--- src/rtl/fifo_arb_pkg.sv ---
// Shared types and defaults for the FIFO write-port arbiter.
// The clog2 helper sizes the grant index and beat counter.
package fifo_arb_pkg;

   typedef enum logic {
      IDLE  = 1'b0,
      BURST = 1'b1
   } arb_state_e;

   localparam int DEF_NUM_REQ   = 4;
   localparam int DEF_DATA_LEN  = 32;
   localparam int DEF_MAX_BURST = 8;

   function automatic int clog2(input int n);
      int r;
      r = 0;
      while ((1 << r) < n) r++;
      return r;
   endfunction

endpackage

--- src/rtl/fifo_wr_arbiter_picker.sv ---
// Rotate-priority encoder: returns the first set request at or above start_i,
// wrapping modulo NUM_REQ.
module rr_picker
   import fifo_arb_pkg::*;
#(
   parameter int NUM_REQ = DEF_NUM_REQ,
   parameter int ID_LEN  = clog2(NUM_REQ)
) (
   input  logic [NUM_REQ-1:0] req_i,
   input  logic [ID_LEN-1:0]  start_i,
   output logic [ID_LEN-1:0]  pick_o,
   output logic               any_valid_o
);

   logic [2*NUM_REQ-1:0] rot;
   logic                 found;
   int                   off;
   int                   sum;

   always_comb begin
      rot   = {req_i, req_i} >> start_i;
      found = 1'b0;
      off   = 0;
      for (int k = 0; k < NUM_REQ; k++) begin
         if (!found && rot[k]) begin
            found = 1'b1;
            off   = k;
         end
      end
      // explicit modulo so non-power-of-two NUM_REQ wraps correctly
      sum = int'(start_i) + off;
      if (sum >= NUM_REQ) sum = sum - NUM_REQ;
      pick_o = ID_LEN'(sum);
   end

   assign any_valid_o = |req_i;

endmodule

--- src/rtl/fifo_wr_arbiter.sv ---
// Round-robin, burst-locked arbiter sharing one FIFO write port between
// NUM_REQ requesters; every write is gated by the FIFO full flag.
//
// state | meaning
// IDLE  | no grant; picker chooses next requester from rr_ptr
// BURST | grant_id owns the port until last or MAX_BURST beats
module fifo_wr_arbiter
   import fifo_arb_pkg::*;
#(
   parameter int NUM_REQ   = DEF_NUM_REQ,
   parameter int DATA_LEN  = DEF_DATA_LEN,
   parameter int MAX_BURST = DEF_MAX_BURST
) (
   input  logic                         clk,
   input  logic                         rst,
   input  logic [NUM_REQ-1:0]           req_valid,
   input  logic [NUM_REQ-1:0]           req_last,
   input  logic [NUM_REQ*DATA_LEN-1:0]  req_data,
   output logic [NUM_REQ-1:0]           req_ready,
   input  logic                         fifo_full,
   output logic                         fifo_write_en,
   output logic [DATA_LEN-1:0]          fifo_wdata,
   output logic [clog2(NUM_REQ)-1:0]    grant_id,
   output logic                         busy
);

   localparam int ID_LEN  = clog2(NUM_REQ);
   localparam int CNT_LEN = clog2(MAX_BURST + 1);
   localparam logic [CNT_LEN-1:0] LAST_CNT = CNT_LEN'(MAX_BURST - 1);
   localparam logic [ID_LEN-1:0]  LAST_ID  = ID_LEN'(NUM_REQ - 1);

   arb_state_e          state_q;
   logic [ID_LEN-1:0]   rr_ptr_q;
   logic [ID_LEN-1:0]   rr_ptr_d;
   logic [ID_LEN-1:0]   grant_q;
   logic [CNT_LEN-1:0]  beat_cnt_q;
   logic [ID_LEN-1:0]   pick;
   logic                any_valid;
   logic                in_burst;
   logic                wr_en;
   logic                burst_end;

   rr_picker #(
      .NUM_REQ (NUM_REQ),
      .ID_LEN  (ID_LEN)
   ) u_picker (
      .req_i       (req_valid),
      .start_i     (rr_ptr_q),
      .pick_o      (pick),
      .any_valid_o (any_valid)
   );

   assign in_burst  = (state_q == BURST);
   // rst gates the port combinationally so an abort writes nothing more
   assign wr_en     = in_burst && !rst && !fifo_full && req_valid[grant_q];
   assign burst_end = req_last[grant_q] || (beat_cnt_q == LAST_CNT);
   assign rr_ptr_d  = (grant_q == LAST_ID) ? '0 : grant_q + 1'b1;

   assign req_ready     = (in_burst && !rst && !fifo_full) ?
                          (NUM_REQ'(1) << grant_q) : '0;
   assign fifo_write_en = wr_en;
   assign fifo_wdata    = in_burst ? req_data[int'(grant_q)*DATA_LEN +: DATA_LEN] : '0;
   assign grant_id      = grant_q;
   assign busy          = in_burst;

   always_ff @(posedge clk) begin
      if (rst) begin
         state_q    <= IDLE;
         rr_ptr_q   <= '0;
         grant_q    <= '0;
         beat_cnt_q <= '0;
      end else begin
         case (state_q)
            IDLE: begin
               if (any_valid) begin
                  grant_q    <= pick;
                  beat_cnt_q <= '0;
                  state_q    <= BURST;
               end
            end
            BURST: begin
               if (wr_en) begin
                  if (burst_end) begin
                     state_q    <= IDLE;
                     rr_ptr_q   <= rr_ptr_d;
                     beat_cnt_q <= '0;
                  end else begin
                     beat_cnt_q <= beat_cnt_q + 1'b1;
                  end
               end
            end
            default: state_q <= IDLE;
         endcase
      end
   end

endmodule
--- config.mk ---
export PLATFORM = sky130hd
export DESIGN_NAME = fifo_wr_arbiter
export DESIGN_NICKNAME = d
export VERILOG_FILES = /design/src/rtl/fifo_arb_pkg.sv /design/src/rtl/fifo_wr_arbiter_picker.sv /design/src/rtl/fifo_wr_arbiter.sv
export SDC_FILE = /design/constraint.sdc
export NUM_CORES = 1
export LEC_CHECK = 0
export CORE_MARGIN = 1
export CORE_UTILIZATION = 29
export CTS_CLUSTER_SIZE = 25
export DETAILED_ROUTE_END_ITERATION = 16
export GPL_TIMING_DRIVEN = 0
export PLACE_DENSITY = 0.84
export SLEW_MARGIN = 30
export SYNTH_ARGS = -nofsm -noshare
export SYNTH_HDL_FRONTEND = slang
export SYNTH_HIERARCHICAL = 1
export SYNTH_SLANG_ARGS = --single-unit
--- constraint.sdc ---
create_clock -name clk -period 2.3 [get_ports clk]
set_clock_uncertainty 0.15 [all_clocks]
set_input_delay 0.46 -clock clk [delete_from_list [all_inputs] [get_ports clk]]
set_output_delay 0.46 -clock clk [all_outputs]
set_load 0.02 [all_outputs]
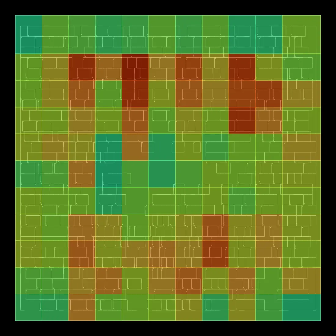
congestion.png
core occupancy in the finished layout: 71.8%
routed wirelength normalized by instance count: 17.1 µm
global routing met1 resource utilization: 25.4%

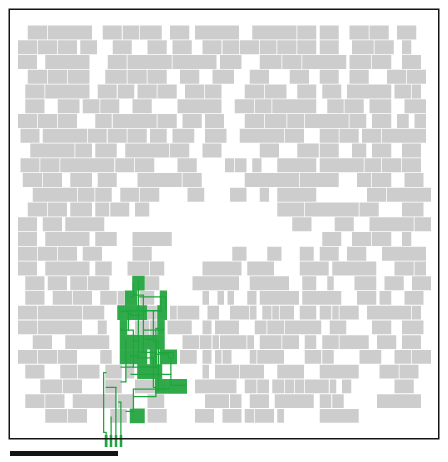
io_fan.png
The bar under the picture is 20 µm long.
[req_valid] green | direction: input | edge: bottom | end cells: 18 | buffers: 5 | wire: 199 µm

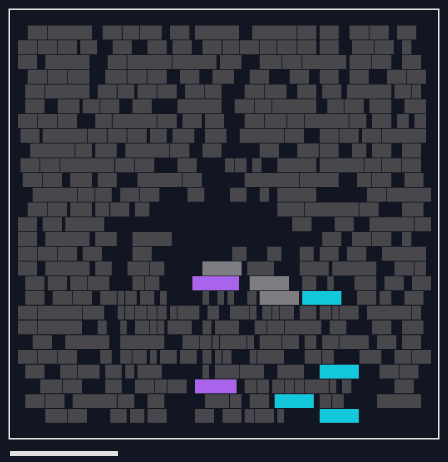
flops_by_reg.png
The bar under the picture is 20 µm long. Other sequential cells in the stronger grey, the rest of the logic in the fainter grey.
[beat_cnt_q] cyan | flops: 4 | where: bottom right
[grant_id] purple | flops: 2

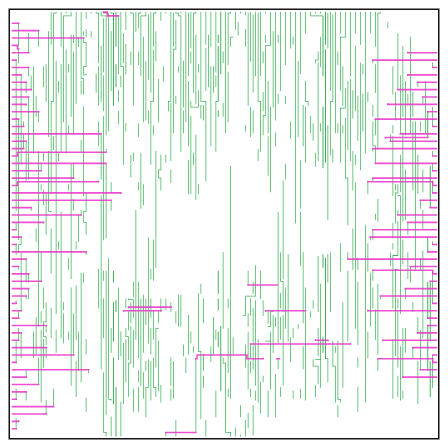
wires.png
Two of the layers only.
[metal 2] green | wire length: 4080 µm
[metal 3] magenta | wire length: 655 µm

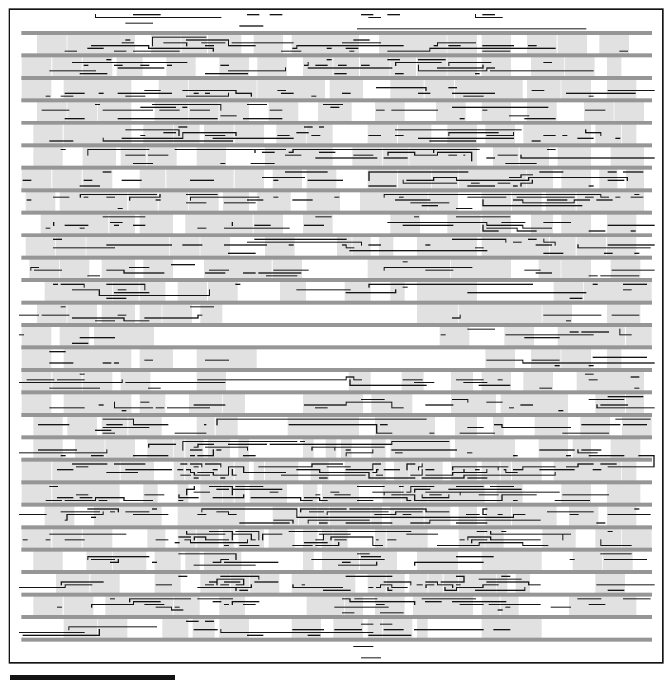
layer_met1.png
The bar under the picture is 20 µm long. Supply wires on this layer in grey. Cells faint in the background.
share of all routed wire: 36%
main direction: horizontal

==> summary.log <==
[run_status] run status complete, but fails checks
[run_status] violated checks negative setup slack
[route] starting DRC count in detailed routing 78
[final_layout] Filler Cell Count 438
[min_path] Hold Crit Class register to register
[critical_path] WP depth 6
[power_and_ir_drop] part of the power in registers 15.0%
[final_layout] Non-clock buffers 211
[cts] CTS HTree Levels 1
[yosys] share of synthesized cell area in full adder, half adder and majority cells 4.37%
[yosys] AND-OR/OR-AND share of the synthesized area 7.36%
[power_and_ir_drop] power group with the highest consumption combinational cells
[yosys] post-synthesis area per instance 10.5 µm²
[final_layout] clock network share of area 1.12%
[floorplanning] height of the die 78.9 µm
[yosys] Synth area leader mux4_2
[critical_path] critical-path cell list buf_12 > buf_16 > buf_6 > mux4_2 > and2_4 > buf_6
[yosys] synth cell count leaders mux4_2, and2_1, nor2_1, clkbuf_1, dfxtp_1
[critical_path] top cell family by delay on the critical path multiplexers
[global_routing] Top Usage Layer GRT met2
[yosys] mux cell area share after synthesis 45.8%
[yosys] Synth async-reset ratio 0%
[sta] unrepaired setup endpoints after global routing true
[yosys] ranking of synthesized cells by area mux4_2, and2_1, dfxtp_1, ha_1, nor2_1
[yosys] Cell Type Count 38
[power_and_ir_drop] Cell Pwr Density 290 mW/mm²
[global_routing] maximum number of pins on one net before global-route repair 11
[final_layout] Comb area share 37.7%
[placed_design] number of placed cells counting well taps 413
[floorplanning] placeable core region 0.00561 mm²
[yosys] XOR Share, Synth 1.02%
[job] max-cap violation count 0
[final_layout] combined area of the multi-input logic cells 0.00152 mm²
[power_and_ir_drop] switching share of power 29.2%
[cts] buffer cell driving the clock tree root clkbuf_8
[cts] clk_lat worst skew 0.23 ns
[power_and_ir_drop] clock network power share 15.4%
[critical_path] cell with the most instances on the worst path buf_6
[route] WL met2 4.08 mm
[cts] clock-pin slew on the worst setup and hold paths 0.04 ns
[yosys] chip area line of the yosys report 0.00172 mm²
[critical_path] maximum fanout along the worst path 7
[floorplanning] fraction of the core area occupied by cells at floorplan 30.6%
[sta] smallest setup slack after layout -0.0624 ns
[yosys] number of enable-type register cells in the synthesized netlist 0
[critical_path] launch point of the critical path grant_id[0]$_SDFFE_PP0P_
[final_layout] number of flip-flops under the largest register name 4
[yosys] Floorplan Nets 308
[min_path] destination of the worst hold path beat_cnt_q[1]$_SDFFE_PP0P_
[route] Via Count 2226
[cts] clock buffer depth 2
[power_and_ir_drop] total sequential power 0.175 mW
[route] detail-routed via count per cell 5.12
[placed_design] detailed placer's ending HPWL 5.84 mm
[final_layout] sequential cell area 185 µm²
[critical_path] r2r endpoint beat_cnt_q[3]$_SDFFE_PP0P_
[yosys] cell area after synthesis 0.00172 mm²
[power_and_ir_drop] comb pwr 0.814 mW
[sta] TNS Setup -0.380 ns
[final_layout] number of cells in the finished layout apart from fillers 435
[sta] Finish-stage setup viols 13
[global_routing] M2 GR Usage 43.9%
[sta] time the worst path needs with I/O delays and setup 2.36 ns
[critical_path] FF-to-FF Start grant_id[0]$_SDFFE_PP0P_
[yosys] Synth Seq Share 10.5%
[final_layout] combinational gates 134
[final_layout] Top cells excl fill/tap clkdlybuf4s50_1, mux4_2, buf_6, and2_4, buf_4
[global_routing] wire length of the first global-routing pass 10.8 mm
[floorplanning] number of well-tap cells placed 72
[sta] Slew @ Worst Pin 0.393 ns
[critical_path] crit path kind register to output pin
[min_path] Hold Path Stages 2
[final_layout] buffer share of cell area 53.8%
[floorplanning] die outline width 78.9 µm
[yosys] top-count cell post-synth mux4_2
[yosys] yosys cell count 163
[final_layout] net total in the final layout 509
[power_and_ir_drop] reported leakage power 1.59 nW
[yosys] top comb family, area multiplexers
[yosys] total of warnings raised by yosys 6
[critical_path] last element of the critical path fifo_wdata[16]
[yosys] main flop type dfxtp_1
[yosys] Post-Syn Instances 163
[sta] maximum clock rate 423 MHz
[critical_path] number of buffer and inverter instances along the worst setup path 4
Power is estimated from default activity; no workload was simulated.
